--- src/rtl/approx_add_sequencer.sv ---
// Approximate adder that runs one nibble per clock through a single 4-bit carry-maskable slice.
// Optional macro APPROX_ERR_MON_EN adds err_dist/err_flag outputs that compare each result with the exact sum.
module approx_add_sequencer #(
    parameter  int WIDTH = 16,
    localparam int LVL_W = $clog2(WIDTH + 1)
) (
    input  logic             clk,
    input  logic             rst,
    input  logic             in_valid,
    output logic             in_ready,
    input  logic [WIDTH-1:0] a,
    input  logic [WIDTH-1:0] b,
    input  logic [LVL_W-1:0] lvl,
    output logic             out_valid,
    input  logic             out_ready,
    output logic [WIDTH-1:0] sum,
    output logic             cout,
    output logic             busy
`ifdef APPROX_ERR_MON_EN
    ,
    output logic [WIDTH:0]   err_dist,
    output logic             err_flag
`endif
);

    localparam int NIB   = WIDTH / 4;
    localparam int CNT_W = (NIB > 1) ? $clog2(NIB) : 1;

    typedef enum logic [1:0] {
        S_IDLE = 2'd0,
        S_RUN  = 2'd1,
        S_DONE = 2'd2
    } state_t;

    state_t             state_q, state_d;
    logic [WIDTH-1:0]   a_q, a_d;
    logic [WIDTH-1:0]   b_q, b_d;
    logic [WIDTH-1:0]   mask_q, mask_d;
    logic [CNT_W-1:0]   cnt_q, cnt_d;
    logic               carry_q, carry_d;
    logic [WIDTH-1:0]   sum_q, sum_d;
    logic               cout_q, cout_d;

    logic [WIDTH-1:0]   mask_new;
    logic [CNT_W+1:0]   base;
    logic [3:0]         nib_a, nib_b, nib_m, nib_s;
    logic [4:0]         c_chain;
    logic               last_nib;

`ifdef APPROX_ERR_MON_EN
    logic [WIDTH:0]     err_dist_q, err_dist_d;
    logic               err_flag_q, err_flag_d;
    logic [WIDTH:0]     exact;
`endif

    // Bit i is approximate when i < lvl; any lvl >= WIDTH masks every bit, which is the clamp.
    always_comb begin
        for (int i = 0; i < WIDTH; i++) begin
            mask_new[i] = (lvl > LVL_W'(i));
        end
    end

    // Single 4-bit slice: masked bits neither generate nor propagate a carry.
    always_comb begin
        base       = {cnt_q, 2'b00};
        nib_a      = a_q[base +: 4];
        nib_b      = b_q[base +: 4];
        nib_m      = mask_q[base +: 4];
        c_chain[0] = carry_q;
        for (int i = 0; i < 4; i++) begin
            nib_s[i]     = nib_a[i] ^ nib_b[i] ^ c_chain[i];
            c_chain[i+1] = nib_m[i] ? 1'b0
                                    : (nib_a[i] & nib_b[i]) | ((nib_a[i] ^ nib_b[i]) & c_chain[i]);
        end
        last_nib = (cnt_q == CNT_W'(NIB - 1));
    end

    // NOTE: every signal written below gets a default first, so no path leaves one unassigned and no latch is inferred.
    always_comb begin
        state_d = state_q;
        a_d     = a_q;
        b_d     = b_q;
        mask_d  = mask_q;
        cnt_d   = cnt_q;
        carry_d = carry_q;
        sum_d   = sum_q;
        cout_d  = cout_q;
`ifdef APPROX_ERR_MON_EN
        err_dist_d = err_dist_q;
        err_flag_d = err_flag_q;
        exact      = {1'b0, a_q} + {1'b0, b_q};
`endif
        unique case (state_q)
            S_IDLE: begin
                if (in_valid) begin
                    a_d     = a;
                    b_d     = b;
                    mask_d  = mask_new;
                    cnt_d   = '0;
                    carry_d = 1'b0;
                    state_d = S_RUN;
                end
            end
            S_RUN: begin
                sum_d[base +: 4] = nib_s;
                carry_d          = c_chain[4];
                cnt_d            = cnt_q + 1'b1;
                if (last_nib) begin
                    cout_d  = c_chain[4];
                    state_d = S_DONE;
`ifdef APPROX_ERR_MON_EN
                    err_dist_d = exact - {c_chain[4], sum_d};
                    err_flag_d = (err_dist_d != '0);
`endif
                end
            end
            S_DONE: begin
                if (out_ready) begin
                    state_d = S_IDLE;
                end
            end
            default: state_d = S_IDLE;
        endcase
    end

    // NOTE: sequential state uses non-blocking assignments so every flop samples the pre-edge values.
    always_ff @(posedge clk) begin
        if (rst) begin
            state_q <= S_IDLE;
            cnt_q   <= '0;
            carry_q <= 1'b0;
            sum_q   <= '0;
            cout_q  <= 1'b0;
`ifdef APPROX_ERR_MON_EN
            err_dist_q <= '0;
            err_flag_q <= 1'b0;
`endif
        end else begin
            state_q <= state_d;
            cnt_q   <= cnt_d;
            carry_q <= carry_d;
            sum_q   <= sum_d;
            cout_q  <= cout_d;
`ifdef APPROX_ERR_MON_EN
            err_dist_q <= err_dist_d;
            err_flag_q <= err_flag_d;
`endif
        end
    end

    // NOTE: operand and mask registers are left unreset; they are always loaded on accept before anything reads them.
    always_ff @(posedge clk) begin
        a_q    <= a_d;
        b_q    <= b_d;
        mask_q <= mask_d;
    end

    assign in_ready  = (state_q == S_IDLE);
    assign out_valid = (state_q == S_DONE);
    assign busy      = (state_q != S_IDLE);
    assign sum       = sum_q;
    assign cout      = cout_q;
`ifdef APPROX_ERR_MON_EN
    assign err_dist  = err_dist_q;
    assign err_flag  = err_flag_q;
`endif

endmodule

--- config.mk ---
export PLATFORM = sky130hd
export DESIGN_NAME = approx_add_sequencer
export DESIGN_NICKNAME = d
export VERILOG_FILES = /design/src/rtl/approx_add_sequencer.sv
export SDC_FILE = /design/constraint.sdc
export NUM_CORES = 1
export LEC_CHECK = 0
export CORE_MARGIN = 2
export CORE_UTILIZATION = 51
export CTS_BUF_LIST = sky130_fd_sc_hd__clkbuf_16
export DETAILED_ROUTE_END_ITERATION = 7
export MAX_ROUTING_LAYER = met4
export PLACE_DENSITY = 0.89
export SLEW_MARGIN = 20
export SYNTH_ARGS = -nofsm -noshare
export SYNTH_HDL_FRONTEND = slang
export SYNTH_SLANG_ARGS = --single-unit
--- constraint.sdc ---
create_clock -name clk -period 4 [get_ports clk]
set_clock_uncertainty 0.05 [all_clocks]
set_input_delay 0.4 -clock clk [delete_from_list [all_inputs] [get_ports clk]]
set_output_delay 0.4 -clock clk [all_outputs]
set_load 0.1 [all_outputs]
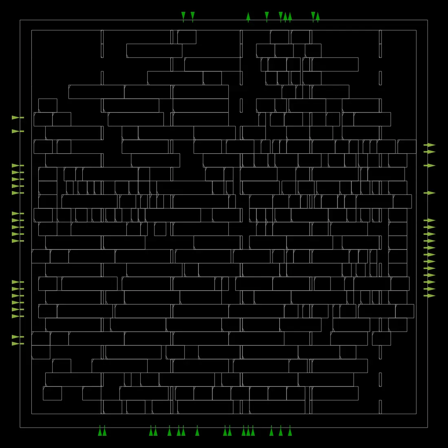
run_1/final_placement.png
Layout Cells excl Fill: 355
core footprint: 5820 um2
num rows: 28

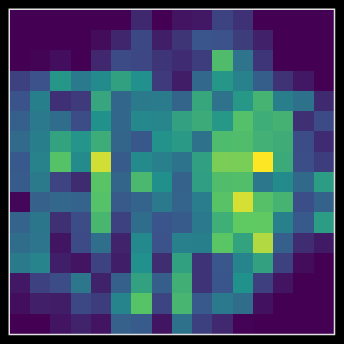
run_1/wire_density.png
(4 px per um) 16 x 16 tiles, from dark purple (low) to yellow (high), scaled to the fullest tile. Values are wire area over tile area, all layers added.
densest ninth of the die: east
emptiest ninth of the die: north-west
fullest tile: 0.44

==> results.cfg, run 1 <==
; synthesis and place-and-route metrics
[timing]
finalHoldViolations = 0
fin_crit_sh_pct = 86.2
tns_ps = 0
finalCriticalPeriod_ps = 3450
holdWs_ps = 401
rsz0062_at_grt = no
relSlewSlack_pct = 30.0

[yosys]
synthCells = 214
ys_sh_simple_pct = 11.9
synth.comb.largest_family = simple AND/OR/NAND/NOR gates
top_cell = edfxtp_1
synth_flop_count = 70
synth_area_per_cell_um2 = 14.1
aoi_share_pct = 7.42
ys_sh_adder_pct = 5.14
xor_area_share_pct = 0
synth_chip_area_um2 = 3020

[worst_setup_path]
crit_buf_inv = 0
path_cells = mux4_2, fa_1, nor2b_1, fa_1, nand2b_1, fa_1, nor2_1, fa_1, nor2b_1, a2bb2oi_2, a311oi_2
reg2reg_depth = 11
crit_start = cnt_q[0]
endpoint = cout
slowest_delay_ps = 610
crit_top_cell = fa_1
reg2reg_from = cnt_q[0]
crit_arrival_ps = 3570
cp-end-kind = flip-flop
crit_fanout = 8
r2r_slack_ps = 550
crit_required_ps = 4130
crit_family = adder cells
crit_type = flip-flop to flip-flop

[pwr]
p_sw_w = 0.000421
clockPowerShare_pct = 46.7
power_density_nw_per_um2 = 482
p_int_w = 0.00151
pwr-share-seq_pct = 42.7

[clock_tree]
htree_levels = 3
root_buffer = clkbuf_16
clkLatencyLatePin_ps = 330
ctsHoldBuffers = 0
cts_tree = done
cts_setup_buffers = 0
cts_resized = 0
clk_pin_slew_worst_paths_ps = 50

[run_status]
status = completed

[run]
warnings = 31
maxCapViolCount = 0

[routing]
firstDrtPassIters = 4
routedWlPerCell_um = 15.7
vias = 1921
drc = 0
drtAntennaViolNets = 0

[global_routing]
track_usage_pct = 19.4
grt_util_met1_pct = 21.7
grt-busiest-layer = met2
grt_max_degree = 49
gr-usage-met3_pct = 4.44

[final_layout]
n_fill_cell = 405
area_growth_pct = 32.9
drive_gt1_share_pct = 12.1
antenna_cells = 0

[floorplanning]
io_pins = 61
die_x_um = 80.9
dieArea_um2 = 6550

[placed_design]
hpwl_um = 3880
routabilityCongestion = 0.880
portBuffers = 60

[hold_path]
hold_class = flip-flop to flip-flop
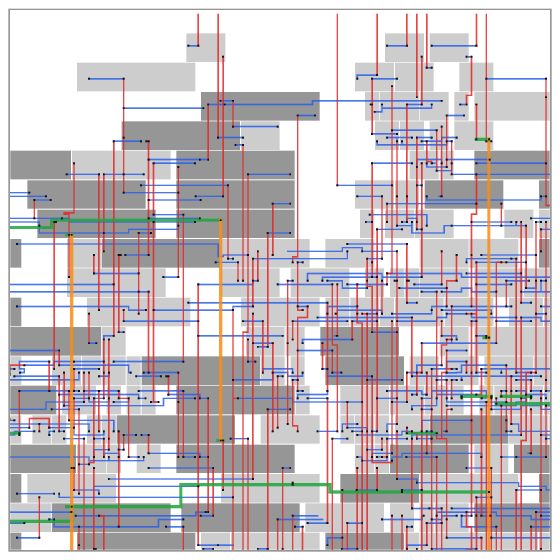
run_1/zoom.png
Window x 15 to 65, y 31 to 81 um. Cells in gray, sequential cells in the stronger gray; small squares are vias.
[blue] met1
[orange] met4
[green] met3
[red] met2
sequential cells in the window: 27
netlist names of flops here include: mask_q (14), sum (4), b_q (3)
most frequent: edfxtp_1 (18), nor2_1 (10), clkdlybuf4s50_1 (10)
cells with their middle in the window: 132

run 1: power groups by stage:
stage	Clock, W	Sequential, W	Combinational, W
final	0.000903	0.000825	0.000205
after floorplan	0	0.000857	0.000112
after detailed placement	0	0.000841	0.000205
after global placement	0	0.000839	0.000200
after CTS	0.000917	0.000826	0.000206
after global routing	0.000949	0.000829	0.000220
run 1: through the flow:
| step | instances | setup WS (ps) | power [W] | instance area [um2] | util (%) |
|---|---|---|---|---|---|
| 5_1_grt | 355 | 333 | 0.00200 | 4010 | 68.9 |
| 4_1_cts | 355 | 501 | 0.00195 | 4010 | 68.9 |
| 6_report | 355 | 553 | 0.00193 | 4010 | 68.9 |
| 3_5_place_dp | 339 | 509 | 0.00105 | 3660 | 63.0 |
| 3_3_place_gp | 339 | 644 | 0.00104 | 3660 | 63.0 |
| 2_1_floorplan | 214 | 583 | 0.000969 | 3020 | - |
run 1: layout make-up:
| type | count | area [um2] | share of cell area (%) |
|---|---|---|---|
| inverters | 10 | 37.5 | 0.936 |
| repair buffers | 62 | 616 | 15.4 |
| clock inverters | 7 | 120 | 3.00 |
| multi-input cells | 122 | 1030 | 25.8 |
| clock buffers | 9 | 225 | 5.62 |
| flip-flops and latches | 70 | 1880 | 46.9 |
| well taps | 75 | 93.8 | 2.34 |
run 1: routing by layer:
metal  up-vias  share of wire (%)
met5         -                  0
met4         0                3.1
met1       914                 40
li1        922                  -
met2        70                 52
met3        15                4.7
run 1: how the worst min path moves through the flow:
stage / from / to / slack, ps / depth (start not counted)
3_3_place_gp: sum[2] / sum[2] / 390 / 2
4_1_cts: sum[6] / sum[6] / 400 / 2
2_1_floorplan: rst / cout / 420 / 1
3_5_place_dp: sum[6] / sum[6] / 390 / 2
5_1_grt: sum[2] / sum[2] / 430 / 2
6_report: sum[2] / sum[2] / 400 / 2
## Run 2: what changed since run 1
--- a/config.mk
+++ b/config.mk
@@ -5,12 +5,13 @@
 export SDC_FILE = /design/constraint.sdc
 export NUM_CORES = 1
 export LEC_CHECK = 0
-export CORE_MARGIN = 2
+export CORE_MARGIN = 3
 export CORE_UTILIZATION = 51
 export CTS_BUF_LIST = sky130_fd_sc_hd__clkbuf_16
 export DETAILED_ROUTE_END_ITERATION = 7
 export MAX_ROUTING_LAYER = met4
 export PLACE_DENSITY = 0.89
+export RECOVER_POWER = 25
 export SLEW_MARGIN = 20
 export SYNTH_ARGS = -nofsm -noshare
 export SYNTH_HDL_FRONTEND = slang
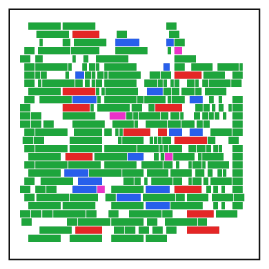
run_2/drive_strength.png
(3 px per um)
[blue] drive 2 | cells: 16 | share: 5.7%
[green] drive 1 or less | cells: 246 | share: 88%
[magenta] drive 3 to 4 | cells: 4 | share: 1.4%
[red] drive 6 and up | cells: 13 | share: 4.7%

==> run 2 against run 1 <==
Against the previous run:
- non-clock buffer count stayed put
- critical path type unchanged
- largest power group unchanged
- critical path depth unchanged
- die size grew 5.0%
- count of clock-buffer cells in the layout unchanged
- utilization is 2.3 points higher
==> results.cfg, run 2 <==
; synthesis and place-and-route metrics
[placed_design]
routabilityCongestion = 0.862
hpwl_um = 4180
postPlaceCellArea_um2 = 3660
dp.cells = 336
portBuffers = 60

[run]
maxCapViolCount = 0
warnings = 31

[hold_path]
hold_path_depth = 2
hold_end = sum[6]
hold_class = flip-flop to flip-flop
hp-start = sum[6]

[worst_setup_path]
crit_top_cell = fa_1
crit_buf_inv = 0
crit_type = flip-flop to flip-flop
reg2reg_depth = 11
crit_fanout = 3
path_cells = mux4_2, fa_1, nor2b_1, fa_1, nand2b_1, fa_1, nor2_1, fa_1, nor2b_1, a2bb2oi_2, a311oi_2
crit_family = adder cells
crit_arrival_ps = 3360
r2r_slack_ps = 770
slowest_delay_ps = 540
reg2reg_from = cnt_q[0]
cp-end-kind = flip-flop
crit_required_ps = 4120

[final_layout]
antenna_cells = 0
n_fill_cell = 415
post-route-util_pct = 71.2
area_growth_pct = 32.4
final_cell_area_um2 = 4000
logic_area_um2 = 1030
seq_area_um2 = 1880
finalNonFillerCells = 351
drive_gt1_share_pct = 11.8

[floorplanning]
io_pins = 61
initCoreUtil_pct = 53.8
die_x_um = 82.9
dieArea_um2 = 6870
rows = 27
core_um2 = 5610

[routing]
drtAntennaViolNets = 0
firstDrtPassIters = 4
drc = 0
vias = 1927
routedWlPerCell_um = 17.2
drt_iter0_drc = 96

[timing]
holdWs_ps = 400
finalHoldViolations = 0
finalCriticalPeriod_ps = 3230
relSlewSlack_pct = 28.3
tns_ps = 0
fin_crit_sh_pct = 80.8
rsz0062_at_grt = no

[clock_tree]
clkLatencyLatePin_ps = 330
htree_levels = 3
root_buffer = clkbuf_16
clk_pin_slew_worst_paths_ps = 50
clock_sinks = 70
cts_resized = 0
cts_setup_buffers = 0
ctsHoldBuffers = 0
cts_tree = done

[global_routing]
track_usage_pct = 19.2
antenna_found_initial = 0
first_global_vias = 2050
grt_max_degree = 49

[yosys]
synth_chip_area_um2 = 3020
synthCells = 214
syn_area_um2 = 3020
synth_area_per_cell_um2 = 14.1
top_cell = edfxtp_1
synth_flop_count = 70
ff_type = edfxtp_1

[run_status]
status = completed

[pwr]
power_density_nw_per_um2 = 480
run 2: cells by family after synthesis:
| group | share of synthesized area, % |
|---|---|
| flops | 62.4 |
| compound gates | 7.42 |
| mux | 9.75 |
| fa+ha+maj | 5.14 |
| buf+inv | 3.36 |
| simple gates | 11.9 |
run 2: report_power, final:
part | switching (W) | internal (W) | total, W
Sequential | 0.0000123 | 0.000812 | 0.000825
Combinational | 0.000119 | 0.0000833 | 0.000202
Clock | 0.000286 | 0.000605 | 0.000891
Total | 0.000417 | 0.00150 | 0.00192
run 2: worst max-delay path by stage:
stage	startpoint	endpoint	slack (ps)	cells past startpoint
2_1_floorplan	state_q[0]	a_q[0]	580	4
3_5_place_dp	cnt_q[0]	cout	800	11
6_report	cnt_q[0]	cout	770	11
5_1_grt	cnt_q[0]	sum[15]	580	10
3_3_place_gp	cnt_q[0]	cout	910	11
4_1_cts	cnt_q[0]	cout	730	11
run 2: routing by layer:
metal / wire length (um) / up-vias / GRT usage, %
li1: - / 919 / -
met1: 2360 / 928 / 20.5
met2: 3270 / 67 / 33.7
met3: 248 / 13 / 4.07
met4: 156 / 0 / 9.51
met5: 0 / - / -
run 2: layout make-up:
type / count / share of cell area (%)
clock buffers: 9 / 5.64
clock inverters: 6 / 2.76
inverters: 10 / 0.940
multi-input cells: 122 / 25.9
flip-flops and latches: 70 / 47.1
well taps: 72 / 2.25
repair buffers: 62 / 15.4
run 2: metrics by stage:
stage	total power [W]	worst slack, ps
global placement	0.00104	915
detailed placement	0.00105	795
floorplan	0.000969	583
finish	0.00192	766
CTS	0.00194	732
global route	0.00198	578
## Run 3: what changed since run 2
--- a/config.mk
+++ b/config.mk
@@ -6,11 +6,11 @@
 export NUM_CORES = 1
 export LEC_CHECK = 0
 export CORE_MARGIN = 3
-export CORE_UTILIZATION = 51
+export CORE_UTILIZATION = 46
 export CTS_BUF_LIST = sky130_fd_sc_hd__clkbuf_16
 export DETAILED_ROUTE_END_ITERATION = 7
 export MAX_ROUTING_LAYER = met4
-export PLACE_DENSITY = 0.89
+export PLACE_DENSITY = 0.86
 export RECOVER_POWER = 25
 export SLEW_MARGIN = 20
 export SYNTH_ARGS = -nofsm -noshare
==> constraint.sdc (replaced) <==
create_clock -name clk -period 2.8 [get_ports clk]
set_clock_uncertainty 0.05 [all_clocks]
set_input_delay 0.28 -clock clk [delete_from_list [all_inputs] [get_ports clk]]
set_output_delay 0.28 -clock clk [all_outputs]
set_load 0.1 [all_outputs]
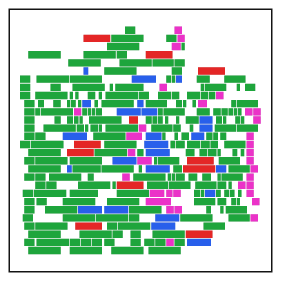
run_3/drive_strength.png
(3 px per um)
design area: 3970 um2
Area growth syn-to-layout: 31.6%
Final WS setup: -185 ps
Non-CTS buffers: 64

==> run 3 against run 2 <==
Against the previous run:
- setup slack lost 950 ps
- synthesized area did not move
- clock power grew 25%
- largest power group is now registers
- flip-flop count stayed put
- critical path type unchanged
- count of clock-buffer cells in the layout unchanged
- non-clock buffer count increased by 2
- utilization decreased by 6.5 points
- largest cell class unchanged
- synthesized cell count is the same
- critical endpoint unchanged
- power is 35% higher
- the flow now finishes with violations (negative setup slack)
- global-route usage decreased by 1.8 points
==> results.cfg, run 3 <==
; synthesis and place-and-route metrics
[run_status]
status = finished, violations left
violations = negative setup slack

[yosys]
yosysSeqAreaShare_pct = 62.4
synthTopCellsByArea = edfxtp_1 (48%), dfxtp_1 (15%), mux4_2 (6.0%)
ys_cells = 214
syn_area_um2 = 3020
largest_area_cell = edfxtp_1
synth_flop_count = 70
synth_chip_area_um2 = 3020
synth-async-reset-ratio_pct = 0
edf_count = 48
synth_area_per_cell_um2 = 14.1
synthCells = 214
ff_type = edfxtp_1
synthDistinctLibCells = 36
top_area_share_pct = 47.8
top_cell = edfxtp_1
synth_nets = 265
ys_warn_count = 0
common_cells = edfxtp_1 (48), dfxtp_1 (22), nand2_1 (19)

[pwr]
sw_frac_of_total_pct = 23.8
p_int_w = 0.00198
seq-power_w = 0.00118
powerComb_w = 0.000307
p_sw_w = 0.000619
power_density_nw_per_um2 = 654
clockPowerShare_pct = 42.9
pwr-share-seq_pct = 45.3
power.group.top = registers
p_leak_nw = 1.42
ir_drop_mv = 0.579
p_comb_share_pct = 11.8
p_clk_w = 0.00111

[routing]
drtAntennaViolNets = 0
drc = 0
drt_iter0_drc = 100
detail_route.vias_per_cell = 5.43
routedWlPerCell_um = 16.3
routed_wl_um = 5820
firstDrtPassIters = 4
vias = 1937

[final_layout]
fin_nets = 328
drive_gt1_share_pct = 24.1
lay_top_cells = edfxtp_1 (48), dlygate4sd3_1 (33), buf_4 (24)
n_fill_cell = 462
antenna_cells = 0
layout_top_cell = edfxtp_1

[timing]
fin_crit_sh_pct = 107
finalCriticalPeriod_ps = 2980
finalHoldViolations = 0
maxSlewViolCount = 0
setup_violations = 6
rsz0062_at_grt = yes
tightest_slew_ps = 802
fmax_mhz = 335
timing.final.ws_setup_ps = -185
holdWs_ps = 405
relSlewSlack_pct = 46.4

[global_routing]
track_usage_pct = 17.4
grt_max_degree = 49
first_global_vias = 1950
grt-ovfl-total = 0
grt_pass1_wl_um = 9440
antenna_found_initial = 0

[worst_setup_path]
crit_required_ps = 2930
crit_type = flip-flop to flip-flop
reg2reg_depth = 11
crit_start = cnt_q[0]
endpoint = cout
start_kind = flip-flop
reg2reg_from = cnt_q[0]
r2r_slack_ps = -180
crit_fanout = 3
cp-end-kind = flip-flop
crit_arrival_ps = 3110
timing.rr.end = cout

[floorplanning]
dieArea_um2 = 7570
die.size.y_um = 87.0
initCoreUtil_pct = 49.2
rows = 28
die_x_um = 87.0
core_um2 = 6130
io_pins = 61

[run]
maxCapViolCount = 0
warnings = 34

[clock_tree]
clkLatencyLatePin_ps = 330
cts_tree = done
htree_levels = 3
ctsLongestPathBuffers = 2
cts_setup_buffers = 0
clock_sinks = 70
root_buffer = clkbuf_16
clk_pin_slew_worst_paths_ps = 60
cts_buffers = 9

[hold_path]
hold_class = flip-flop to flip-flop
hold_end = sum[3]
hold_path_depth = 2
hp-start = sum[3]

[placed_design]
hpwl_um = 4100
postPlaceCellArea_um2 = 3670
portBuffers = 60
routabilityCongestion = 0.810
==> run 3: layout make-up <==
type                    instances  area (um2)  share of cell area [%]
repair buffers                 64         581                    14.6
clock buffers                   9         225                    5.67
clock inverters                 7        72.6                    1.83
multi-input cells             122        1070                    27.0
well taps                      75        93.8                    2.36
flip-flops and latches         70        1890                    47.5
inverters                      10        40.0                    1.01
==> run 3: kinds of logic (layout without fill, tap and decap cells) <==
group | Yosys count | count (layout) | share of synthesized area, %
and+or+nand+nor | 67 | 67 | 11.9
adders and majority gates | 10 | 10 | 5.14
AOI/OAI and AO/OA | 31 | 31 | 7.42
muxes | 14 | 14 | 9.75
DFF | 70 | 70 | 62.4
buffers and inverters | 22 | 90 | 3.36
==> run 3: timing repair <==
item | in CTS | in global routing
hold buffers | 0 | 0
pin swaps | 3 | 1
endpoints found under the setup margin | 6 | 7
resized | 0 | 3
==> run 3: layer usage <==
metal  up-vias  share of wire [%]  global-route usage [%]
li1        930                  -                       -
met1       920                 40                    20.1
met2        71                 51                    27.3
met3        16                5.5                    4.35
met4         0                2.7                    10.5
met5         -                  0                       -
==> run 3: stage by stage <==
step	util (%)	TNS, ps	total power [W]	std cells	setup slack [ps]
finish	64.8	-952	0.00260	357	-185
global route	64.8	-1530	0.00270	357	-281
CTS	64.7	-892	0.00263	357	-166
detailed placement	59.8	-1000	0.00151	341	-185
global placement	59.8	-729	0.00150	341	-145
floorplan	-	-2310	0.00140	214	-365
==> run 3: worst max-delay path, cell delays in order (launching register included) <==
cell,delay (ps)
dfxtp_4,360
mux4_2,520
fa_2,370
nor2b_4,140
fa_2,310
nand2b_1,100
fa_2,210
nor2_2,50
fa_2,340
nor2b_4,130
a2bb2oi_2,150
a311oi_2,100
Power figures rest on the tool's default switching activity, not on a simulated workload.
